Run 1, placement view:
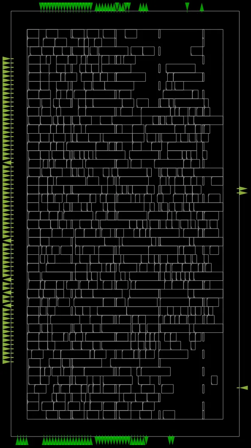
Run 1, sequential cells grouped by signal name:
(4 px per um) Other sequential cells in the stronger gray, the rest of the logic in the fainter gray.
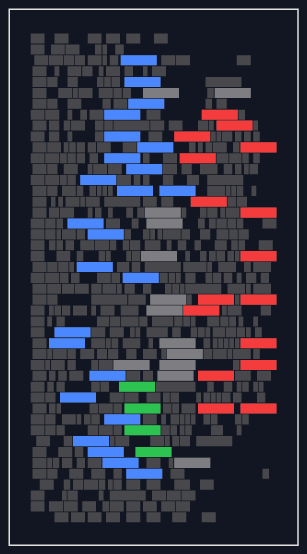
Run 1, drive-strength map:
(4 px per um)
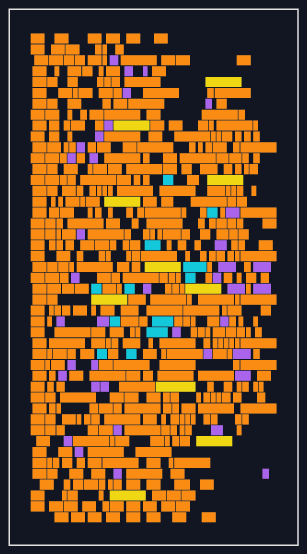
<file path="config.mk">
export PLATFORM = sky130hd
export DESIGN_NAME = gear_src_arb
export DESIGN_NICKNAME = d
export VERILOG_FILES = /design/src/rtl/gear_src_arb.sv
export SDC_FILE = /design/constraint.sdc
export NUM_CORES = 1
export LEC_CHECK = 0
export CORE_ASPECT_RATIO = 2
export CORE_MARGIN = 5
export CORE_UTILIZATION = 45
export CTS_CLUSTER_DIAMETER = 120
export DETAILED_ROUTE_END_ITERATION = 8
export GPL_ROUTABILITY_DRIVEN = 0
export PLACE_DENSITY = 0.82
export SLEW_MARGIN = 20
export SYNTH_ARGS = -nofsm -noshare
export SYNTH_HDL_FRONTEND = slang
export SYNTH_SLANG_ARGS = --single-unit
export TNS_END_PERCENT = 50
</file>
<file path="constraint.sdc">
create_clock -name clk128 -period 3.94 [get_ports clk128]
set_clock_uncertainty 0.15 [all_clocks]
set_input_delay 0.591 -clock clk128 [delete_from_list [all_inputs] [get_ports clk128]]
set_output_delay 0.591 -clock clk128 [all_outputs]
set_load 0.1 [all_outputs]
</file>
<file path="src/rtl/gear_src_arb.sv">
// Frame-level round-robin arbiter feeding the 24->16 gearbox input port.
// Grants one source per frame, registers its words, forces a FILL word on stall.
module gear_src_arb #(
    parameter int unsigned NREQ = 4,
    parameter int unsigned GAP  = 2,
    parameter int unsigned TMO  = 255,
    parameter logic [23:0] FILL = 24'hFFFFFF,
    localparam int unsigned SW  = (NREQ > 1) ? $clog2(NREQ) : 1
) (
    input  logic                 clk128,
    input  logic                 init_n,
    input  logic                 enable,
    input  logic [NREQ-1:0]      req,
    input  logic [24*NREQ-1:0]   datin,
    input  logic [NREQ-1:0]      davin,
    input  logic [NREQ-1:0]      fstin,
    input  logic [NREQ-1:0]      lstin,
    output logic [NREQ-1:0]      gnt,
    output logic [23:0]          datout,
    output logic                 davout,
    output logic                 fstout,
    output logic                 lstout,
    output logic [SW-1:0]        cur_src,
    output logic                 busy,
    output logic                 tmo_err
);

    localparam int unsigned SW1 = SW + 1;
    localparam int unsigned GW  = (GAP > 1) ? $clog2(GAP + 1) : 1;

    typedef enum logic [1:0] {StIdle, StXfer, StGap} state_e;

    state_e          state_q, state_d;
    logic [SW-1:0]   ptr_q, ptr_d;
    logic [SW-1:0]   cur_q, cur_d;
    logic [NREQ-1:0] gnt_q, gnt_d;
    logic [23:0]     dat_q, dat_d;
    logic            dav_q, dav_d;
    logic            fst_q, fst_d;
    logic            lst_q, lst_d;
    logic            tmo_q, tmo_d;
    logic            first_q, first_d;
    logic [15:0]     tmo_cnt_q, tmo_cnt_d;
    logic [GW-1:0]   gap_cnt_q, gap_cnt_d;

    logic              pick_vld;
    logic [SW-1:0]     pick_idx;
    logic [2*NREQ-1:0] req_dbl;
    logic [2*NREQ-1:0] req_rot;
    logic [SW1-1:0]    pick_sum;

    logic [23:0] sel_dat;
    logic        sel_dav;
    logic        sel_lst;
    logic        frame_end;
    logic [16:0] tmo_inc;

    // fstout is derived from the first accepted word of a grant, so fstin is never consulted.
    logic unused_fstin;
    assign unused_fstin = ^fstin;

    // Rotate requests so that bit 0 is the round-robin pointer position.
    always_comb begin
        pick_vld = 1'b0;
        pick_idx = '0;
        pick_sum = '0;
        req_dbl  = {req, req};
        req_rot  = req_dbl >> ptr_q;
        for (int k = 0; k < NREQ; k++) begin
            if (!pick_vld && req_rot[k]) begin
                pick_vld = 1'b1;
                pick_sum = {1'b0, ptr_q} + SW1'(k);
                if (pick_sum >= SW1'(NREQ)) begin
                    pick_sum = pick_sum - SW1'(NREQ);
                end
                pick_idx = pick_sum[SW-1:0];
            end
        end
    end

    always_comb begin
        sel_dat = '0;
        sel_dav = 1'b0;
        sel_lst = 1'b0;
        for (int i = 0; i < NREQ; i++) begin
            if (cur_q == SW'(i)) begin
                sel_dat = datin[i*24 +: 24];
                sel_dav = davin[i];
                sel_lst = lstin[i];
            end
        end
    end

    always_comb begin
        state_d   = state_q;
        ptr_d     = ptr_q;
        cur_d     = cur_q;
        gnt_d     = gnt_q;
        first_d   = first_q;
        tmo_cnt_d = tmo_cnt_q;
        gap_cnt_d = gap_cnt_q;
        dat_d     = '0;
        dav_d     = 1'b0;
        fst_d     = 1'b0;
        lst_d     = 1'b0;
        tmo_d     = 1'b0;
        frame_end = 1'b0;
        tmo_inc   = {1'b0, tmo_cnt_q} + 17'd1;

        unique case (state_q)
            StIdle: begin
                if (enable && pick_vld) begin
                    state_d   = StXfer;
                    gnt_d     = NREQ'(1) << pick_idx;
                    cur_d     = pick_idx;
                    tmo_cnt_d = '0;
                    first_d   = 1'b1;
                end
            end
            StXfer: begin
                if (sel_dav) begin
                    dav_d     = 1'b1;
                    dat_d     = sel_dat;
                    fst_d     = first_q;
                    lst_d     = sel_lst;
                    first_d   = 1'b0;
                    tmo_cnt_d = '0;
                    frame_end = sel_lst;
                end else if (tmo_inc == 17'(TMO)) begin
                    // Stalled source: close the frame so the gearbox never waits forever.
                    dav_d     = 1'b1;
                    dat_d     = FILL;
                    fst_d     = first_q;
                    lst_d     = 1'b1;
                    tmo_d     = 1'b1;
                    frame_end = 1'b1;
                end else begin
                    tmo_cnt_d = tmo_inc[15:0];
                end
                if (frame_end) begin
                    state_d   = StGap;
                    gnt_d     = '0;
                    gap_cnt_d = GW'(GAP);
                    ptr_d     = (cur_q == SW'(NREQ - 1)) ? '0 : cur_q + SW'(1);
                end
            end
            StGap: begin
                if (gap_cnt_q <= GW'(1)) begin
                    state_d = StIdle;
                end else begin
                    gap_cnt_d = gap_cnt_q - GW'(1);
                end
            end
            default: state_d = StIdle;
        endcase
    end

    always_ff @(posedge clk128 or negedge init_n) begin
        if (!init_n) begin
            state_q   <= StIdle;
            ptr_q     <= '0;
            cur_q     <= '0;
            gnt_q     <= '0;
            first_q   <= 1'b0;
            tmo_cnt_q <= '0;
            gap_cnt_q <= '0;
            dat_q     <= '0;
            dav_q     <= 1'b0;
            fst_q     <= 1'b0;
            lst_q     <= 1'b0;
            tmo_q     <= 1'b0;
        end else begin
            state_q   <= state_d;
            ptr_q     <= ptr_d;
            cur_q     <= cur_d;
            gnt_q     <= gnt_d;
            first_q   <= first_d;
            tmo_cnt_q <= tmo_cnt_d;
            gap_cnt_q <= gap_cnt_d;
            dat_q     <= dat_d;
            dav_q     <= dav_d;
            fst_q     <= fst_d;
            lst_q     <= lst_d;
            tmo_q     <= tmo_d;
        end
    end

    assign gnt     = gnt_q;
    assign cur_src = cur_q;
    assign datout  = dat_q;
    assign davout  = dav_q;
    assign fstout  = fst_q;
    assign lstout  = lst_q;
    assign tmo_err = tmo_q;
    assign busy    = (state_q != StIdle);

endmodule

</file>
==> Changelog: implementation, run 1 <==
## Implementation

- # resized after CTS: 0
- Met3 WL: 714 um
- Met1 Resource Use GR: 20.2%
- Cell type group with the largest total delay on the critical path: simple AND/OR/NAND/NOR gates
- Total CTS buffers: 9
- Clock tree buffer depth: 2
- Grt total ovfl: 0
- Clk pwr share: 17.3%
- Critical path endpoint: datout[7]
- Yosys top cell by area: dfrtp_1
- Outcome: complete, no violations
- Number of port buffers: 145
- GR met3 Demand/Resource: 6.27%
- CP max stage delay: 0.47 ns
- Slew @ Worst Pin: 1.04 ns
- Worst VDD drop: 0.493 mV
- Drt pass-1 iters: 4
- Post-synthesis cell area: 3440 um2
- Distinct lib cells: 55
- Simple share: 21.3%
- Critical path arrival: 3.28 ns
- Met1 Routed Length: 3590 um
- CTS tree: done
- Drt drc: 0
- RSZ-0062 raised after global routing: false
- Crit share post-route: 81.2%
- Layout non-clock buf frac: 29.2%
- Chip area: 9590 um2
- Post-synth ARST share: 100%
- Pins over their slew limit: 0
- CP max FO: 25
- Crit path launch type: register
- R2R Setup Slk: 0.74 ns
- Logic pwr share: 61.5%
- Clk. pwr: 681 uW
- DR top layer: met4
- Logic area: 1850 um2
- Register area share after synthesis: 41.5%
- Ys cells: 399
- Max power group: combinational cells
- Hold Slack: 0.0934 ns
- Worst hold path type: primary input to async pin
- DRT Wirelength: 11,300 um
- Reg2Reg Depth: 8
- GRT Total Usage: 23.6%
- CLK BUF: 13
- Multi-In Gates: 303
- Cell area leaders: dfrtp_1 41%, o21ai_0 6.0%, a22oi_1 5.2%
About 'placement view':
tap cell count: 94
seq_cells: 57
Layout Cells excl Fill: 636
Core Util, Final: 69.3%
row cnt: 45

About 'sequential cells grouped by signal name':
Red stands for tmo_cnt_q, placed flops 16. Green stands for gnt, placed flops 4, where bottom middle. Blue stands for datout, placed flops 24.
Seq power: 838 uW
sequential standard cell area: 1430 um2
sequential share of cell area: 27.3%

About 'drive-strength map':
Cyan stands for _3 and _4 cells, cells 12. Orange stands for _0 and _1 cells, cells 482. Yellow stands for _6 and larger, cells 10. Purple stands for _2 cells, cells 38.
Buffers excl. clock: 153
Layout area overhead: 52.0%

-- run 1: per-stage QoR --
stage	instances	setup slack, ns
global route	636	0.540
floorplan	399	0.775
finish	636	0.742
global placement	619	0.933
detailed placement	619	0.771
CTS	635	0.751
-- run 1: cell usage in the layout, fill, tap and decap left out, types with 4 or more instances in the layout --
master           synthesis  final
buf_4                    0      7
ha_1                     7      7
clkbuf_1                20      4
or4_1                    4      4
nand2b_1                 4      4
o21ai_0                 41     41
clkbuf_16                0      9
nand3_1                  7      7
dfrtp_1                 57     57
clkdlybuf4s50_1          0    144
and3_1                   5      5
a22oi_1                 24     24
nor2_2                  19     19
nand2_1                 47     47
nand4_1                  5      5
a32o_1                   4      4
mux2i_1                  4      4
a21oi_1                 32     32
nor2_1                  25     25
o22ai_1                 21     21
inv_1                   12     12
Run 1, cells colored by class:
(4 px per um)
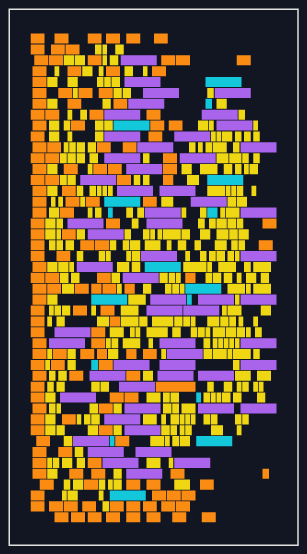

==> run 2, diff against run 1 <==
CORE_UTILIZATION = 39   (was 45)
PLACE_DENSITY = 0.75   (was 0.82)
clock period = 2.9 ns   (was 3.94 ns; I/O delays follow)
Run 2, cells colored by class:
(4 px per um)
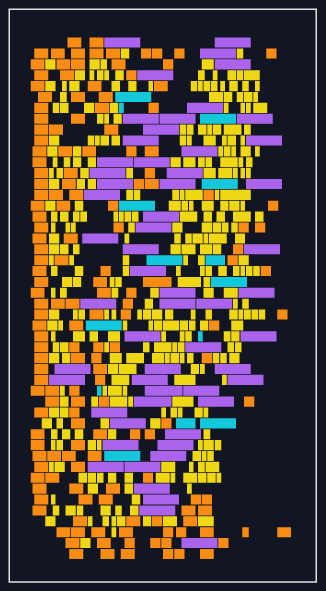
Orange stands for remaining buffers and delay cells, cells 162. Cyan stands for clock drivers and dummy loads, cells 14. Yellow stands for combinational and other logic, cells 316. Purple stands for sequential cells, cells 57.
Core Util, Final: 60.4%
row cnt: 48
sequential share of cell area: 27.3%
post-route cell area: 5230 um2

Run 2, drive-strength map:
(3 px per um)
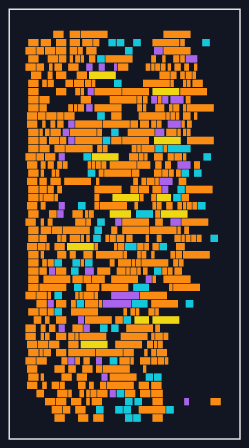
Cyan stands for _3 and _4 cells, cells 55. Orange stands for _0 and _1 cells, cells 445. Yellow stands for _6 and larger, cells 12. Purple stands for _2 cells, cells 37.
setup ws final: 0.162 ns
Buffers excl. clock: 162

Run 2, placement view:
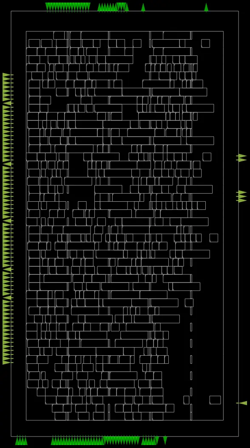
Core ar.: 8650 um2
Layout Cells excl Fill: 649
fillers: 786
tap cell count: 100

==> run 2 against run 1 <==
  * Maximum frequency up 17%
  * Total power is 37% higher
  * Setup slack worse by 0.58 ns
  * Critical path type unchanged
  * Clock-buffer cell count is 1 higher
==> Changelog: implementation, run 2 <==
## Implementation

- Drt drc: 0 (unchanged)
- Number of port buffers: 145 (unchanged)
- Crit path launch type: register (unchanged)
- Met2 routed WL: 6340 um (about the same)
- GR met3 Demand/Resource: 4.92% (was 6.27%)
- Drt pass-1 iters: 4 (unchanged)
- Most frequent cells in the layout: 109 x clkdlybuf4s50_1, 55 x dfrtp_1, 50 x buf_4 (was 144 x clkdlybuf4s50_1, 57 x dfrtp_1, 47 x nand2_1)
- Layout area overhead: 52.0% (unchanged)
- Post-synth ARST share: 100% (unchanged)
- Crit share post-route: 94.4% (was 81.2%)
- Logic pwr share: 61.4% (was 61.5%)
- Layout non-clock buf frac: 28.7% (was 29.2%)
- Seq_cells: 57 (unchanged)
- Worst hold path type: register to register (was primary input to async pin)
- CP max stage delay: 0.53 ns (was 0.47 ns)
- Yosys top cell by area: dfrtp_1 (unchanged)
- DRT Wirelength: 11,100 um (was 11,300 um)
- Clk. pwr: 950 uW (was 681 uW)
- Most frequent logic cell in the layout: clkdlybuf4s50_1 (unchanged)
- Cell area leaders: dfrtp_1 41%, o21ai_0 6.0%, a22oi_1 5.2% (unchanged)
- Reg2Reg Depth: 7 (was 8)
- R2R Setup Slk: 0.16 ns (was 0.74 ns)
- Tool Warnings: 34 (unchanged)
- Outcome: complete, no violations (unchanged)
- Setup Slack @ Placement: 0.183 ns (was 0.771 ns)
- Placed cell count: 634 (was 619)
- CLK BUF: 14 (was 13)
- Hold Slack: 0.389 ns (was 0.0934 ns)
- Total CTS buffers: 9 (unchanged)
- Simple share: 21.3% (unchanged)
- Sequential standard cell area: 1430 um2 (about the same)
- Clk pwr share: 17.6% (was 17.3%)
- Worst VDD drop: 0.623 mV (was 0.493 mV)
- Clock tree buffer depth: 2 (unchanged)
- DR top layer: met4 (unchanged)
- Slew @ Worst Pin: 0.599 ns (was 1.04 ns)
- Post-synthesis cell area: 3440 um2 (unchanged)
- Ys cells: 399 (unchanged)
- Max power group: combinational cells (unchanged)
- GRT Total Usage: 20.2% (was 23.6%)
- Seq power: 1140 uW (was 838 uW)
- RSZ-0062 raised after global routing: false (unchanged)
- Met1 Resource Use GR: 18.1% (was 20.2%)
- Met1 Routed Length: 3550 um (was 3590 um)
- Met3 WL: 807 um (was 714 um)
- Pins over their slew limit: 0 (unchanged)
- Critical path arrival: 2.80 ns (was 3.28 ns)
- Grt total ovfl: 0 (unchanged)
-- run 2: netlist changes by cell type in the layout (fill, tap and decap cells not counted) --
cell / delta
nor4_2: -1
dfrtp_2: +2
clkdlybuf4s50_1: -35
dfrtp_1: -2
clkbuf_1: -1
buf_4: +43
nor4_4: +1
dlygate4sd3_1: +1
clkinv_2: -2
clkinvlp_4: -1
buf_16: -1
clkbuf_8: +2
buf_12: +1
-- run 2: repair_timing --
item / 4_1_cts / 5_1_grt
hold buffers: 1 / 0
endpoints found under the hold margin: 16 / 0
resized: 0 / 1
setup endpoints to repair: 0 / 2
Power is estimated from default activity; no workload was simulated.
